$ cat src/rtl/vecmac_pkg.sv
// Shared types and sizing for the int8 vector-MAC sequencer.
package vecmac_pkg;

    localparam int LANES  = 4;
    localparam int LANE_W = 8;
    localparam int PROD_W = 2 * LANE_W;
    // Four 16-bit lane products sum to at most 4*0xFE01, which needs 18 bits.
    localparam int SUM_W  = PROD_W + 2;

    localparam int DEFAULT_LEN_W = 8;
    localparam int DEFAULT_ACC_W = 32;

    typedef enum logic [1:0] {
        ST_IDLE,
        ST_ISSUE,
        ST_DRAIN,
        ST_DONE
    } state_e;

endpackage

$ cat src/rtl/vecmac_if.sv
// Command, operand, multiplier and result channels of the vector-MAC sequencer.
interface vecmac_if
    import vecmac_pkg::*;
#(
    parameter int LEN_W = DEFAULT_LEN_W,
    parameter int ACC_W = DEFAULT_ACC_W
);

    logic                    cmd_valid;
    logic                    cmd_ready;
    logic [LEN_W-1:0]        cmd_len;

    logic                    op_valid;
    logic                    op_ready;
    logic [LANES*LANE_W-1:0] op_a;
    logic [LANES*LANE_W-1:0] op_b;

    logic                    mul_in_valid;
    logic [LANES*LANE_W-1:0] mul_in_a;
    logic [LANES*LANE_W-1:0] mul_in_b;
    logic                    mul_out_valid;
    logic [LANES*PROD_W-1:0] mul_product;

    logic                    res_valid;
    logic                    res_ready;
    logic [ACC_W-1:0]        res_data;

    logic                    busy;

    modport master (
        output cmd_valid, cmd_len, op_valid, op_a, op_b,
               mul_out_valid, mul_product, res_ready,
        input  cmd_ready, op_ready, mul_in_valid, mul_in_a, mul_in_b,
               res_valid, res_data, busy
    );

    modport slave (
        input  cmd_valid, cmd_len, op_valid, op_a, op_b,
               mul_out_valid, mul_product, res_ready,
        output cmd_ready, op_ready, mul_in_valid, mul_in_a, mul_in_b,
               res_valid, res_data, busy
    );

endinterface

$ cat src/rtl/vecmac_lane_sum.sv
// Reduces a packed four-lane 16-bit product to its unsigned 18-bit lane sum.
module vecmac_lane_sum
    import vecmac_pkg::*;
(
    input  logic [LANES*PROD_W-1:0] product,
    output logic [SUM_W-1:0]        lane_sum
);

    always_comb begin
        // NOTE: assign a default before the loop so no path leaves the output unassigned and infers a latch.
        lane_sum = '0;
        for (int k = 0; k < LANES; k++) begin
            lane_sum = lane_sum + SUM_W'(product[k*PROD_W +: PROD_W]);
        end
    end

endmodule

$ cat src/rtl/vecmac_ctrl.sv
// Dot-product sequencer: issues operand pairs to the 4-lane multiplier and
// accumulates the returned lane sums into a wrapping scalar result.
module vecmac_ctrl
    import vecmac_pkg::*;
#(
    parameter int LEN_W = DEFAULT_LEN_W,
    parameter int ACC_W = DEFAULT_ACC_W
) (
    input  logic    clk,
    input  logic    rst_n,
    vecmac_if.slave bus
);

    state_e           state;
    state_e           state_nxt;
    logic [LEN_W-1:0] len_q;
    logic [LEN_W-1:0] issued;
    logic [LEN_W-1:0] returned;
    logic [LEN_W-1:0] issued_nxt;
    logic [LEN_W-1:0] returned_nxt;
    logic [ACC_W-1:0] acc;
    logic [ACC_W-1:0] acc_nxt;
    logic [SUM_W-1:0] lane_sum;
    logic             cmd_fire;
    logic             op_fire;
    logic             ret_fire;

    vecmac_lane_sum u_lane_sum (
        .product  (bus.mul_product),
        .lane_sum (lane_sum)
    );

    // Returns only count while a command is live; stale ones after an abort are dropped.
    assign cmd_fire     = (state == ST_IDLE) && bus.cmd_valid;
    assign op_fire      = bus.op_ready && bus.op_valid;
    assign ret_fire     = bus.mul_out_valid && ((state == ST_ISSUE) || (state == ST_DRAIN));
    assign issued_nxt   = issued + LEN_W'(op_fire);
    assign returned_nxt = returned + LEN_W'(ret_fire);

    always_comb begin
        state_nxt = state;
        acc_nxt   = ret_fire ? acc + ACC_W'(lane_sum) : acc;
        if (cmd_fire) begin
            acc_nxt = '0;
        end
        unique case (state)
            ST_IDLE:  if (bus.cmd_valid) state_nxt = (bus.cmd_len == '0) ? ST_DONE : ST_ISSUE;
            ST_ISSUE: if (op_fire && (issued_nxt == len_q))
                          state_nxt = (returned_nxt == len_q) ? ST_DONE : ST_DRAIN;
            ST_DRAIN: if (returned_nxt == len_q) state_nxt = ST_DONE;
            ST_DONE:  if (bus.res_ready) state_nxt = ST_IDLE;
            default:  state_nxt = ST_IDLE;
        endcase
    end

    // Outputs are decoded from the next state so they are registered yet line up with it.
    always_ff @(posedge clk or negedge rst_n) begin
        if (!rst_n) begin
            state            <= ST_IDLE;
            len_q            <= '0;
            issued           <= '0;
            returned         <= '0;
            acc              <= '0;
            bus.cmd_ready    <= 1'b1;
            bus.op_ready     <= 1'b0;
            bus.mul_in_valid <= 1'b0;
            bus.mul_in_a     <= '0;
            bus.mul_in_b     <= '0;
            bus.res_valid    <= 1'b0;
            bus.res_data     <= '0;
            bus.busy         <= 1'b0;
        end else begin
            // NOTE: non-blocking so every register here samples the values from before this edge.
            state <= state_nxt;
            acc   <= acc_nxt;
            if (cmd_fire) begin
                len_q    <= bus.cmd_len;
                issued   <= '0;
                returned <= '0;
            end else begin
                issued   <= issued_nxt;
                returned <= returned_nxt;
            end
            bus.mul_in_valid <= op_fire;
            if (op_fire) begin
                bus.mul_in_a <= bus.op_a;
                bus.mul_in_b <= bus.op_b;
            end
            bus.cmd_ready <= (state_nxt == ST_IDLE);
            bus.op_ready  <= (state_nxt == ST_ISSUE);
            bus.busy      <= (state_nxt != ST_IDLE);
            bus.res_valid <= (state_nxt == ST_DONE);
            bus.res_data  <= (state_nxt == ST_DONE) ? acc_nxt : '0;
        end
    end

endmodule

$ cat src/flat_wrapper.sv
// flat-port wrapper written by rule: the top's interface ports become plain ports
module vecmac_ctrl_flat import vecmac_pkg::*;
#(
    parameter int LEN_W = DEFAULT_LEN_W,
    parameter int ACC_W = DEFAULT_ACC_W
)
  (clk, rst_n, bus_cmd_valid, bus_cmd_len, bus_op_valid, bus_op_a, bus_op_b, bus_mul_out_valid, bus_mul_product, bus_res_ready, bus_cmd_ready, bus_op_ready, bus_mul_in_valid, bus_mul_in_a, bus_mul_in_b, bus_res_valid, bus_res_data, bus_busy);
  vecmac_if #(.LEN_W(LEN_W), .ACC_W(ACC_W)) bus_i ();
  input  logic clk;
  input  logic rst_n;
  input wire logic [$bits(bus_i.cmd_valid)-1:0] bus_cmd_valid;
  input wire logic [$bits(bus_i.cmd_len)-1:0] bus_cmd_len;
  input wire logic [$bits(bus_i.op_valid)-1:0] bus_op_valid;
  input wire logic [$bits(bus_i.op_a)-1:0] bus_op_a;
  input wire logic [$bits(bus_i.op_b)-1:0] bus_op_b;
  input wire logic [$bits(bus_i.mul_out_valid)-1:0] bus_mul_out_valid;
  input wire logic [$bits(bus_i.mul_product)-1:0] bus_mul_product;
  input wire logic [$bits(bus_i.res_ready)-1:0] bus_res_ready;
  output wire logic [$bits(bus_i.cmd_ready)-1:0] bus_cmd_ready;
  output wire logic [$bits(bus_i.op_ready)-1:0] bus_op_ready;
  output wire logic [$bits(bus_i.mul_in_valid)-1:0] bus_mul_in_valid;
  output wire logic [$bits(bus_i.mul_in_a)-1:0] bus_mul_in_a;
  output wire logic [$bits(bus_i.mul_in_b)-1:0] bus_mul_in_b;
  output wire logic [$bits(bus_i.res_valid)-1:0] bus_res_valid;
  output wire logic [$bits(bus_i.res_data)-1:0] bus_res_data;
  output wire logic [$bits(bus_i.busy)-1:0] bus_busy;
  assign bus_i.cmd_valid = bus_cmd_valid;
  assign bus_i.cmd_len = bus_cmd_len;
  assign bus_i.op_valid = bus_op_valid;
  assign bus_i.op_a = bus_op_a;
  assign bus_i.op_b = bus_op_b;
  assign bus_i.mul_out_valid = bus_mul_out_valid;
  assign bus_i.mul_product = bus_mul_product;
  assign bus_i.res_ready = bus_res_ready;
  assign bus_cmd_ready = bus_i.cmd_ready;
  assign bus_op_ready = bus_i.op_ready;
  assign bus_mul_in_valid = bus_i.mul_in_valid;
  assign bus_mul_in_a = bus_i.mul_in_a;
  assign bus_mul_in_b = bus_i.mul_in_b;
  assign bus_res_valid = bus_i.res_valid;
  assign bus_res_data = bus_i.res_data;
  assign bus_busy = bus_i.busy;
  vecmac_ctrl #(.LEN_W(LEN_W), .ACC_W(ACC_W)) u_core (.clk(clk), .rst_n(rst_n), .bus(bus_i));
endmodule
$ cat config.mk
export PLATFORM = sky130hd
export DESIGN_NAME = vecmac_ctrl_flat
export DESIGN_NICKNAME = d
export VERILOG_FILES = /design/src/rtl/vecmac_pkg.sv /design/src/rtl/vecmac_if.sv /design/src/rtl/vecmac_lane_sum.sv /design/src/rtl/vecmac_ctrl.sv /design/src/flat_wrapper.sv
export SDC_FILE = /design/constraint.sdc
export NUM_CORES = 1
export LEC_CHECK = 0
export CORE_UTILIZATION = 50
export DETAILED_ROUTE_END_ITERATION = 6
export PLACE_DENSITY = 0.93
export SYNTH_ARGS = -nofsm -noshare
export SYNTH_HDL_FRONTEND = slang
export SYNTH_SLANG_ARGS = --single-unit
export TNS_END_PERCENT = 20
$ cat constraint.sdc
create_clock -name clk -period 5.6 [get_ports clk]
set_clock_uncertainty 0.15 [all_clocks]
set_input_delay 0.56 -clock clk [delete_from_list [all_inputs] [get_ports clk]]
set_output_delay 0.56 -clock clk [all_outputs]
set_load 0.005 [all_outputs]
### Close-up of the layout

Window x 49 to 89, y 49 to 89 um. Cells in grey, sequential cells in the stronger grey; small squares are vias.
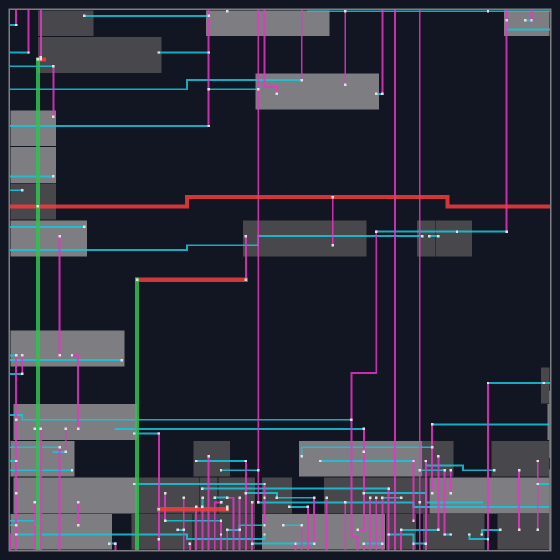
met1: in cyan. met2: in magenta. met4: in green. met3: in red.
Netlist names of flops here include `u_core.acc` (3), `u_core.bus.res_data` (3), `u_core.issued` (2). 29 logic cells have their middle in the window. Most frequent: dfrtp_1 (11), ha_1 (5), and2_1 (3). Sequential cells in the window: 11.

### Met2 routing

Scale: 3 px per um.
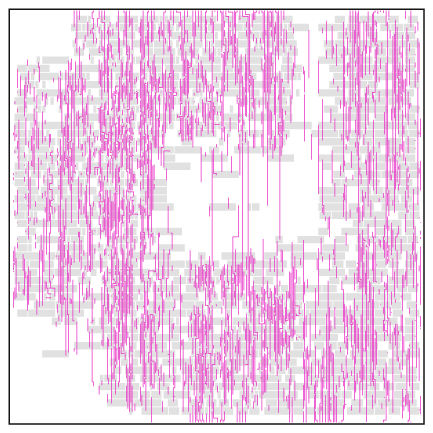
The layer holds 53% of the routed length. The longest straight run is 57.1 um. The layer carries 11500 um of wire. The wires run mostly vertical. 1167 nets have wire on it.

### Metal layers overlaid

Scale: 3 px per um. Two of the layers only.
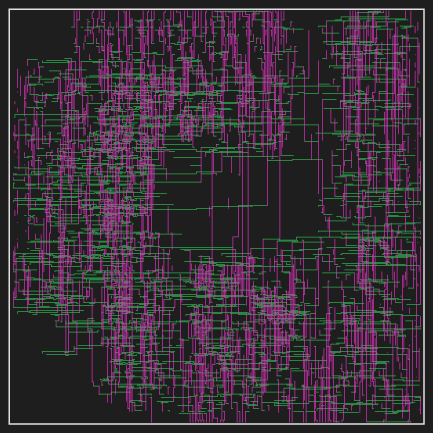
met2: in magenta, wire length 11500 um. met1: in green, wire length 8530 um.

### Ports around the boundary

Scale: 3 px per um. Pins as bars across the die edge, other pins in grey.
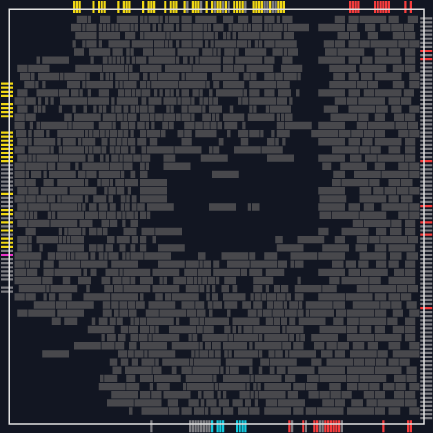
`bus_op_b`: in red, pins 32, direction input, edge 13 bottom, 12 top, 7 right. `bus_mul_product`: in yellow, pins 64, direction input, edge 40 top, 24 left. `bus_mul_out_valid`: in magenta, pins 1, direction input, edge left. `bus_cmd_len`: in cyan, pins 8, direction input, edge bottom.
All pins by edge: 99 right, 62 top, 47 left, 35 bottom.

### Placed standard cells

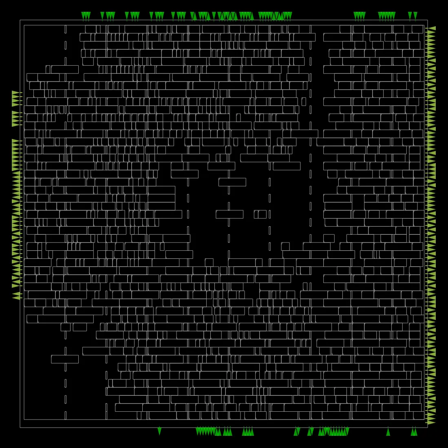
Layout Cells excl Fill: 1334
Seq Cell Count: 159
area of the core: 18000 um^2
num rows: 49
number of fill cells: 1287

==> job_summary.md <==
### Yosys + OpenROAD results

| Metric | Value |
|---|---|
| Status | `completed` |
| CTS tree | `yes` |
| Mapped Nets | `1071` |
| Detailed-route via count | `6991` |
| Routability cong. | `0.891` |
| Final setup vio count | `0` |
| TritonRoute pass-1 iters | `5` |
| Die width | `138 um` |
| Sw Share | `37.4%` |
| Achievable clock frequency | `199 MHz` |
| Layout cell share with drive strength beyond 1 | `13.0%` |
| RSZ-0062 raised after global routing | `no` |
| Net load switching power | `2.17 mW` |
| Gate count after technology mapping | `850` |
| First-pass GRT wire length | `34000 um` |
| Worst skew pair latency | `420 ps` |
| Main power group | `combinational cells` |
| YS chip area | `9220 um^2` |
| CP required | `5760 ps` |
| Crit path time final | `5030 ps` |
| Most used cell, CP | `inv_1` |
| Sequential group power | `1.73 mW` |
| Post-synth cell types | `67` |
| R2R setup slack | `1350 ps` |
| Largest net degree at the start of global routing | `109` |
| # DRC | `0` |
| Cell Area, Synth | `9220 um^2` |
| Internal power | `3.64 mW` |
| Reg power frac | `29.9%` |
| Setup TNS | `0 ps` |
| Comb pwr | `2.99 mW` |
| Critical Path Max Stage Delay | `580 ps` |
| Post-synth regs | `159` |
| I/O Pins | `243` |
| Synth warn | `0` |
| Cycle use final | `89.9%` |
| Detail Placement HPWL | `16400 um` |
| TritonCTS Buffers | `17` |
| Post-CTS Setup Bufs | `0` |
| Worst-path cell chain | `clkdlybuf4s50_1 -> inv_1 -> fa_1 -> inv_1 -> fa_1 -> inv_1 -> fa_1 -> inv_1 -> ha_1 -> a21oi_1 -> o21ai_0 -> a21oi_1 -> a21oi_1 -> o311ai_0 -> xor2_1 -> nor4_2` |
| Count of tool warnings | `32` |
| Total Power | `5.81 mW` |
| Die Size | `19000 um^2` |
| Post-synth EDFFs | `0` |
| I/O Buffers | `242` |
| Comb power frac | `51.5%` |
| Ys async rst share | `100%` |
| Root buffer cell | `clkbuf_16` |
| Clk power | `1.09 mW` |
| Lkg Pwr | `5.80 nW` |
| Final tally of max-slew violations | `0` |
| Worst setup path class | `input port to register` |
| CTS max path bufs | `2` |
| Clock power share | `18.7%` |
| Commonest non-fill, non-tap cells in the layout | `clkdlybuf4s50_1 (241), inv_1 (162), dfrtp_1 (158)` |
| Max_slew headroom | `35.7%` |
| Vias in the first global route | `7146` |
| Setup crit start kind | `input port` |
| Least-Margin Pin Slew | `965 ps` |
| MaxCap Viol Count | `0` |
| Top cell excl fill/tap | `clkdlybuf4s50_1` |
| Yosys cell count | `850` |
| Critical path endpoint category | `register` |
| Syn avg cell area | `10.8 um^2` |
| Initial antenna violation count | `1` |
| Routed WL | `21800 um` |
| WL/cell | `16.3 um` |
| Area grow syn2layout | `34.9%` |
| Congestion Overflow GR | `0` |
| Total GRT Usage | `23.5%` |
| Routed Antenna Nets | `0` |
| Starting DRT DRC Count | `338` |
| Crit path max fanout | `7` |
| Slowest-stage cell, CP | `a21oi_1` |
| Max rail drop VDD | `0.287 mV` |
| Clk slew on worst S/H paths | `70 ps` |
| Pre-Place Util | `51.1%` |
| Die Span Y | `138 um` |
| Routed vias/inst | `5.24` |
| Post-synth seq share | `43.2%` |
| Clock net sink count | `159` |
| Htree depth | `4` |
| Pwr Density | `467 nW/um^2` |
| Util after Layout | `69.0%` |
| Ys flop type | `dfrtp_1` |
| Fin nets | `1312` |
| Hold Crit Class | `input port to async pin` |
| Post_cts resized | `0` |
| Crit path DAT | `5200 ps` |
| CTS Hold Buffers Added | `0` |
| Hold Violations, Final | `0` |
per-stage QoR:
step,std cells,hold slack (ps),worst slack [ps],instance area [um^2]
2_1_floorplan,850,114,1190,9220
3_3_place_gp,1301,337,448,11900
3_5_place_dp,1301,345,316,11900
4_1_cts,1333,151,714,12400
5_1_grt,1334,165,421,12400
6_report,1334,86.0,568,12400
per-layer routing:
metal	track usage, %	share of wire [%]	up-vias
li1	-	-	3273
met4	8.15	1.3	0
met1	27.0	39	3432
met3	4.27	6.7	30
met5	0	0	-
met2	43.4	53	256
synth_stat cells, types with 7 or more instances:
cell	count	area share [%]
nor3b_1	10	0.81
and3_1	9	0.61
nand2_1	48	2.0
dfrtp_1	158	43
xnor2_1	14	1.3
nor4_1	8	0.54
o211ai_1	7	0.57
clkbuf_1	18	0.73
nor2_1	53	2.2
o21ai_0	12	0.65
a21oi_1	24	1.3
nor3_1	7	0.38
xor2_1	22	2.1
mux2_2	65	7.9
a31oi_1	7	0.48
or3_1	10	0.68
fa_1	47	10
and2_1	12	0.81
ha_1	32	4.3
a21o_1	8	0.65
nor4_2	17	2.3
nand3_1	10	0.54
inv_1	162	6.6
flip-flops by register name, summed over array words and instances, names as in the netlist:
| register | cells |
|---|---|
| u_core.acc | 32 |
| u_core.bus.mul_in_a | 32 |
| u_core.bus.mul_in_b | 32 |
| u_core.bus.res_data | 32 |
| u_core.issued | 8 |
| u_core.len_q | 8 |
| u_core.returned | 8 |
| u_core.state | 2 |
| u_core.bus.busy | 1 |
| u_core.bus.cmd_ready | 1 |
| u_core.bus.mul_in_valid | 1 |
| u_core.bus.op_ready | 1 |
| u_core.bus.res_valid | 1 |
worst paths after layout:
| kind | startpoint | to | depth (start not counted) |
|---|---|---|---|
| max | bus_mul_product[7] | u_core.bus.res_data[22] | 16 |
| min | rst_n | u_core.bus.res_data[15] | 1 |
| max reg2reg | u_core.state[1] | u_core.bus.res_data[23] | 16 |
| min reg2reg | u_core.bus.mul_in_b[16] | u_core.bus.mul_in_b[16] | 1 |
| max in group asynchronous | rst_n | u_core.bus.mul_in_a[10] | 2 |
| min in group clk | u_core.bus.mul_in_b[16] | u_core.bus.mul_in_b[16] | 1 |
cells by family (layout without fill, tap and decap cells):
family | count (synthesis) | in the layout | synth area share (%)
AND/OR/NAND/NOR | 205 | 205 | 12.7
AND-OR/OR-AND | 104 | 104 | 8.10
other | 0 | 1 | 0
multiplexers | 67 | 67 | 8.16
XOR/XNOR | 43 | 43 | 5.15
adder cells (fa/ha/maj) | 79 | 79 | 14.6
buffers and inverters | 193 | 447 | 8.20
flip-flops | 159 | 159 | 43.2
worst max-delay path: cells and delay by family:
family	cells	cell delay [ps]
buffers and inverters	5	680
adder cells (fa/ha/maj)	4	1910
XOR/XNOR	1	210
AND/OR/NAND/NOR	1	250
AND-OR/OR-AND	5	1570
final cells by class:
type | count | area [um^2] | share of cell area, %
Tap cell | 229 | 287 | 2.30
Timing Repair Buffer | 253 | 2510 | 20.2
Clock inverter | 13 | 104 | 0.835
Clock buffer | 19 | 453 | 3.64
Sequential cell | 159 | 3980 | 32.0
Inverter | 162 | 608 | 4.89
Antenna cell | 1 | 2.50 | 0.0201
Multi-Input combinational cell | 498 | 4490 | 36.1
Power is estimated from default activity; no workload was simulated.
